### Power grid

The bar under the picture is 20 µm long. Pins as bars on the die edge. Tap cells in grey.
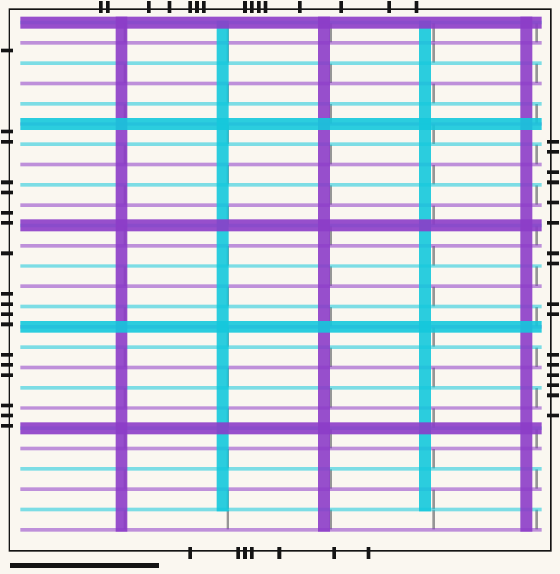
### Nets reached from selected ports

The bar under the picture is 20 µm long.
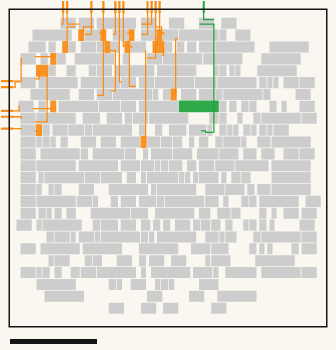
### Placed standard cells

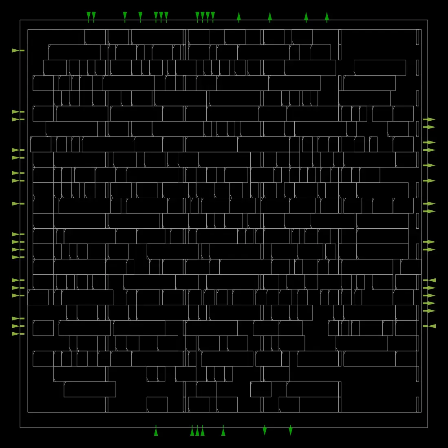
==> src/rtl/lab2_serial_add_ctrl_if.sv <==
// rtl/lab2_serial_add_ctrl_if.sv - handshake/operand bundle for the nibble-serial adder
// Purpose : groups the request side (start, a, b, cin, optional sub) and the
//           result side (busy, done, sum, cout, ovf) of lab2_serial_add_ctrl.
// Ports   : master modport drives start/a/b/cin/sub and observes results;
//           slave modport (the adder) observes requests and drives results.
// Config  : SERIAL_SUB_EN adds the sub signal to both modports.
interface lab2_serial_add_ctrl_if #(
    parameter int NIBBLES = 4
);
    localparam int W = 4 * NIBBLES;

    logic         start;
    logic [W-1:0] a;
    logic [W-1:0] b;
    logic         cin;
`ifdef SERIAL_SUB_EN
    logic         sub;
`endif
    logic         busy;
    logic         done;
    logic [W-1:0] sum;
    logic         cout;
    logic         ovf;

`ifdef SERIAL_SUB_EN
    modport master (output start, a, b, cin, sub, input busy, done, sum, cout, ovf);
    modport slave  (input start, a, b, cin, sub, output busy, done, sum, cout, ovf);
`else
    modport master (output start, a, b, cin, input busy, done, sum, cout, ovf);
    modport slave  (input start, a, b, cin, output busy, done, sum, cout, ovf);
`endif
endinterface

==> src/rtl/lab2_serial_add_ctrl.sv <==
// rtl/lab2_serial_add_ctrl.sv - nibble-serial W-bit adder reusing one 4-bit adder
// Purpose : adds two W = 4*NIBBLES bit operands one nibble per clock through a
//           single 4-bit adder, carrying between nibbles in a register.
// Ports   : clk    - rising-edge clock
//           rst_n  - asynchronous active-low reset
//           bus    - lab2_serial_add_ctrl_if.slave (start/a/b/cin[/sub] in,
//                    busy/done/sum/cout/ovf out)
// Config  : SERIAL_SUB_EN - when defined, sub=1 computes A-B (B inverted,
//           initial carry forced to 1, cout=1 means no borrow).

module lab2_nibble_adder (
    input  logic [3:0] i_a,
    input  logic [3:0] i_b,
    input  logic       i_cin,
    output logic [3:0] o_sum,
    output logic       o_cout
);
    assign {o_cout, o_sum} = {1'b0, i_a} + {1'b0, i_b} + {4'b0000, i_cin};
endmodule

module lab2_serial_add_ctrl #(
    parameter int NIBBLES = 4
) (
    input  logic                    clk,
    input  logic                    rst_n,
    lab2_serial_add_ctrl_if.slave   bus
);
    localparam int W  = 4 * NIBBLES;
    localparam int CW = (NIBBLES > 1) ? $clog2(NIBBLES) : 1;

    typedef enum logic [1:0] {
        S_IDLE = 2'd0,
        S_ADD  = 2'd1,
        S_DONE = 2'd2
    } state_t;

    state_t          r_state;
    state_t          w_state_nxt;
    logic            w_accept;
    logic            w_busy;
    logic            w_done;
    logic            w_last;

    // Operand registers shift right by one nibble per ADD cycle, so the
    // nibble being added is always in bits [3:0].
    logic [W-1:0]    r_a;
    logic [W-1:0]    r_b;
    logic [W-1:0]    r_sum;
    logic [CW-1:0]   r_cnt;
    logic            r_carry;
    logic            r_cout;
    logic            r_ovf;

    logic [W-1:0]    w_eff_b;
    logic            w_init_carry;
    logic [3:0]      w_nib_sum;
    logic            w_nib_cout;
    logic [CW+1:0]   w_base;

`ifdef SERIAL_SUB_EN
    assign w_eff_b      = bus.sub ? ~bus.b : bus.b;
    assign w_init_carry = bus.sub ? 1'b1 : bus.cin;
`else
    assign w_eff_b      = bus.b;
    assign w_init_carry = bus.cin;
`endif

    lab2_nibble_adder u_nib_add (
        .i_a    (r_a[3:0]),
        .i_b    (r_b[3:0]),
        .i_cin  (r_carry),
        .o_sum  (w_nib_sum),
        .o_cout (w_nib_cout)
    );

    assign w_last = (r_cnt == CW'(NIBBLES - 1));
    assign w_base = {r_cnt, 2'b00};

    always_ff @(posedge clk or negedge rst_n) begin
        if (!rst_n) begin
            r_state <= S_IDLE;
        end else begin
            r_state <= w_state_nxt;
        end
    end

    always_comb begin
        w_state_nxt = r_state;
        w_accept    = 1'b0;
        w_busy      = 1'b0;
        w_done      = 1'b0;
        case (r_state)
            S_IDLE: begin
                if (bus.start) begin
                    w_accept    = 1'b1;
                    w_state_nxt = S_ADD;
                end
            end
            S_ADD: begin
                w_busy = 1'b1;
                if (w_last) begin
                    w_state_nxt = S_DONE;
                end
            end
            S_DONE: begin
                w_busy      = 1'b1;
                w_done      = 1'b1;
                w_state_nxt = S_IDLE;
            end
            default: begin
                w_state_nxt = S_IDLE;
            end
        endcase
    end

    always_ff @(posedge clk or negedge rst_n) begin
        if (!rst_n) begin
            r_a     <= '0;
            r_b     <= '0;
            r_sum   <= '0;
            r_cnt   <= '0;
            r_carry <= 1'b0;
            r_cout  <= 1'b0;
            r_ovf   <= 1'b0;
        end else if (w_accept) begin
            r_a     <= bus.a;
            r_b     <= w_eff_b;
            r_carry <= w_init_carry;
            r_cnt   <= '0;
        end else if (r_state == S_ADD) begin
            r_a                <= r_a >> 4;
            r_b                <= r_b >> 4;
            r_sum[w_base +: 4] <= w_nib_sum;
            r_carry            <= w_nib_cout;
            // Counter parks on the last index instead of wrapping.
            if (!w_last) begin
                r_cnt <= r_cnt + 1'b1;
            end else begin
                r_cout <= w_nib_cout;
                // On the last nibble r_a[3]/r_b[3] are the operand sign bits.
                r_ovf  <= (r_a[3] == r_b[3]) && (w_nib_sum[3] != r_a[3]);
            end
        end
    end

    assign bus.busy = w_busy;
    assign bus.done = w_done;
    assign bus.sum  = r_sum;
    assign bus.cout = r_cout;
    assign bus.ovf  = r_ovf;
endmodule

==> src/flat_wrapper.sv <==
// flat-port wrapper written by rule: the top's interface ports become plain ports
module lab2_serial_add_ctrl_flat 
#(
    parameter int NIBBLES = 4
)
  (clk, rst_n, bus_start, bus_a, bus_b, bus_cin, bus_busy, bus_done, bus_sum, bus_cout, bus_ovf);
  lab2_serial_add_ctrl_if #(.NIBBLES(NIBBLES)) bus_i ();
  input  logic clk;
  input  logic rst_n;
  input wire logic [$bits(bus_i.start)-1:0] bus_start;
  input wire logic [$bits(bus_i.a)-1:0] bus_a;
  input wire logic [$bits(bus_i.b)-1:0] bus_b;
  input wire logic [$bits(bus_i.cin)-1:0] bus_cin;
  output wire logic [$bits(bus_i.busy)-1:0] bus_busy;
  output wire logic [$bits(bus_i.done)-1:0] bus_done;
  output wire logic [$bits(bus_i.sum)-1:0] bus_sum;
  output wire logic [$bits(bus_i.cout)-1:0] bus_cout;
  output wire logic [$bits(bus_i.ovf)-1:0] bus_ovf;
  assign bus_i.start = bus_start;
  assign bus_i.a = bus_a;
  assign bus_i.b = bus_b;
  assign bus_i.cin = bus_cin;
  assign bus_busy = bus_i.busy;
  assign bus_done = bus_i.done;
  assign bus_sum = bus_i.sum;
  assign bus_cout = bus_i.cout;
  assign bus_ovf = bus_i.ovf;
  lab2_serial_add_ctrl #(.NIBBLES(NIBBLES)) u_core (.clk(clk), .rst_n(rst_n), .bus(bus_i));
endmodule
==> config.mk <==
export PLATFORM = sky130hd
export DESIGN_NAME = lab2_serial_add_ctrl_flat
export DESIGN_NICKNAME = d
export VERILOG_FILES = /design/src/rtl/lab2_serial_add_ctrl_if.sv /design/src/rtl/lab2_serial_add_ctrl.sv /design/src/flat_wrapper.sv
export SDC_FILE = /design/constraint.sdc
export NUM_CORES = 1
export LEC_CHECK = 0
export CORE_MARGIN = 1
export CORE_UTILIZATION = 55
export CTS_BUF_LIST = sky130_fd_sc_hd__clkbuf_4 sky130_fd_sc_hd__clkbuf_8 sky130_fd_sc_hd__clkbuf_16
export CTS_CLUSTER_DIAMETER = 40
export DETAILED_ROUTE_END_ITERATION = 6
export GPL_TIMING_DRIVEN = 0
export PLACE_DENSITY = 0.89
export SLEW_MARGIN = 0
export SYNTH_ARGS = -nofsm -noshare
export SYNTH_HDL_FRONTEND = slang
export SYNTH_HIERARCHICAL = 1
export SYNTH_SLANG_ARGS = --single-unit
==> constraint.sdc <==
create_clock -name clk -period 5.5 [get_ports clk]
set_input_delay 1.375 -clock clk [delete_from_list [all_inputs] [get_ports clk]]
set_output_delay 1.375 -clock clk [all_outputs]
set_load 0.1 [all_outputs]
==> out/notes.md <==
The run finished with clean final reports. The highest metal layer carrying signal wires in the routed design is met4. Detailed router's first-iteration violation count: 108.

The startpoint class of the critical path was a flop. The share of flip-flops with an asynchronous set or reset after synthesis works out to 1.00. The flow reports an fmax of 283 MHz.

The timing report shows that the slowest cell on the worst path is clkdlybuf4s50_1. The capturing element type of the critical path is an output pin. The run gives 55 for the number of sinks on the clock net. TritonCTS built the clock tree. The remaining design rule violation count was 0. Count of inserted antenna diode cells: 0. The clock arrives with 0.00692 ns of skew.

After clock tree synthesis, the repair step resized 0 gates. The tools report the initial antenna violation count as 0. Per STA, the worst path is made up of inv_1, ha_1, clkdlybuf4s50_1. The tools report the detailed route wirelength on metal3 as 198 µm.

The overall routed net length was 5.33 mm. For the final weighted congestion in routability-driven placement, the log shows 0.791. The logs give 6 for the yosys synthesis warning count and 4.02 mm for the detailed placement HPWL.

For the via count of the first global-routing pass, the log shows 2074. The count of cell instances traversed by the critical path came out at 3. The tightest min-delay check is of the reg2reg type. With the critical path data required time at 4.12 ns, the total clock buffers created by CTS is 5. Looking at the post-CTS report, the setup buffer insertion count equals 0. The average size of a mapped cell came out at 10.4 µm². The logs give 0 for the post-detailed-route count of antenna-violating nets and 263 for the number of standard cells after synthesis.

The final timing report counts setup violations totalling 0. Summing over every cut layer, the via total after detailed routing is 2056. Setup repair after global routing left no endpoint under its margin.

The timing report notes that buffer and inverter cells on the critical path total 2. Entering global routing, the biggest net connects 31 pins. The slew of the pin with the lowest slew margin was 0.968 ns; the worst-case setup slack after placement was 2.29 ns. The run gives 5240 µm² for the total die size. The top cell types in the final layout, fill and taps aside, are 55 x dfrtp_1, 54 x clkdlybuf4s50_1, 50 x nand2_1. The fraction of final layout cells with drive strength greater than 1 was 0.0862.

The worst hold path passes through 2 cells. The logs give 0.573 for the starting density of the core and 0 for the final hold violation count. The critical path maximum fanout is 3. The delay contributed by the slowest stage of the critical path came out at 1.12 ns. The number of cells reported by Yosys stat comes to 263. Share of Yosys cell area claimed by the top area cell type: 0.505. Post-synth the commonest register cell is dfrtp_1.

The tree is rooted in a clkbuf_8. Per the skew report, the later register of the worst-skew pair sees a clock latency of 0.29 ns.
-- 'Power grid' (at the start) --
VSS: in purple. VDD: in cyan.
5 straps on met5. 5 straps on met4. The core has 25 rows. 26 met1 rails follow the rows.
height of the chip: 72.4 µm
Std-Cell Core Area: 4750 µm²
chip width: 72.4 µm

-- 'Nets reached from selected ports' (at the start) --
bus_ovf: in green, direction output, edge top, end cells 1, buffers 1, wire 36.3 µm. bus_b: in orange, direction input, edge 11 top, 5 left, end cells 16, buffers 16, wire 227 µm.
Top Ports: 56
IO Port Bufs: 55

-- 'Placed standard cells' (at the start) --
count of placed standard cells in the final layout, fillers left out: 392
sequential portion of the cell area: 0.399
Seq cells: 55
Util after Layout: 0.726
Well Taps: 67

[final timing paths]
path | startpoint | to | slack [ns]
max in group asynchronous | rst_n | u_core/r_b[6]$_DFFE_PN0P_ | 3.88
hold / removal | u_core/bus.sum[0]$_DFFE_PN0P_ | u_core/bus.sum[0]$_DFFE_PN0P_ | 0.49
min in group asynchronous | rst_n | u_core/bus.sum[7]$_DFFE_PN0P_ | 1.07
setup reg to reg | u_core/r_a[0]$_DFFE_PN0P_ | u_core/bus.ovf$_DFFE_PN0P_ | 3.50
hold reg to reg | u_core/bus.sum[0]$_DFFE_PN0P_ | u_core/bus.sum[0]$_DFFE_PN0P_ | 0.49
setup / recovery | u_core/r_state[0]$_DFFE_PN0P_ | bus_busy | 1.96
[logic make-up (layout without fill, tap and decap cells)]
| group | Yosys count | count (layout) | synth area share |
|---|---|---|---|
| buffers and inverters | 21 | 83 | 0.0473 |
| and+or+nand+nor | 87 | 87 | 0.152 |
| DFF | 55 | 55 | 0.505 |
| adders and majority gates | 14 | 14 | 0.0698 |
| muxes | 29 | 29 | 0.108 |
| xor gates and xnor gates | 3 | 3 | 0.00964 |
| AOI/OAI and AO/OA | 54 | 54 | 0.109 |
[tightest hold or removal path: stages (launching register included)]
cell     delay, ns
dfrtp_1       0.35
nand2_1       0.04
o21ai_0       0.06
[sequential cells by signal (all words and copies together), names as in the netlist]
signal	cells
u_core/bus.cout	1
u_core/bus.ovf	1
u_core/bus.sum	16
u_core/r_a	16
u_core/r_b	16
u_core/r_carry	1
u_core/r_cnt	2
u_core/r_state	2
[stage by stage]
stage / std cells / cell area [µm²]
3_3_place_gp: 385 / 3360
4_1_cts: 392 / 3450
3_5_place_dp: 386 / 3380
5_1_grt: 392 / 3450
6_report: 392 / 3450
2_1_floorplan: 263 / 2730
[Yosys cell counts, drive strengths merged (2+ instances only)]
master  number
inv          8
nand2b      11
nand3       12
nor2         5
a22o         4
fa           2
nor2b        4
buf         11
mux2         3
nand2       51
xnor2        3
mux2i       26
dfrtp       55
o21ai       46
ha          12
clkbuf       2
[layer usage]
metal	up-vias	track usage
met4	0	0.0784
met2	59	0.408
met1	984	0.304
met3	5	0.0375
met5	-	0
li1	1008	-
[cell type report]
type / count / area (µm²)
Sequential cell: 55 / 1380
Fill cell: 371 / 1300
Multi-Input combinational cell: 187 / 1220
Timing Repair Buffer: 56 / 566
Buffer: 13 / 98.8
Tap cell: 67 / 83.8
Clock buffer: 6 / 76.3
Inverter: 8 / 30.0
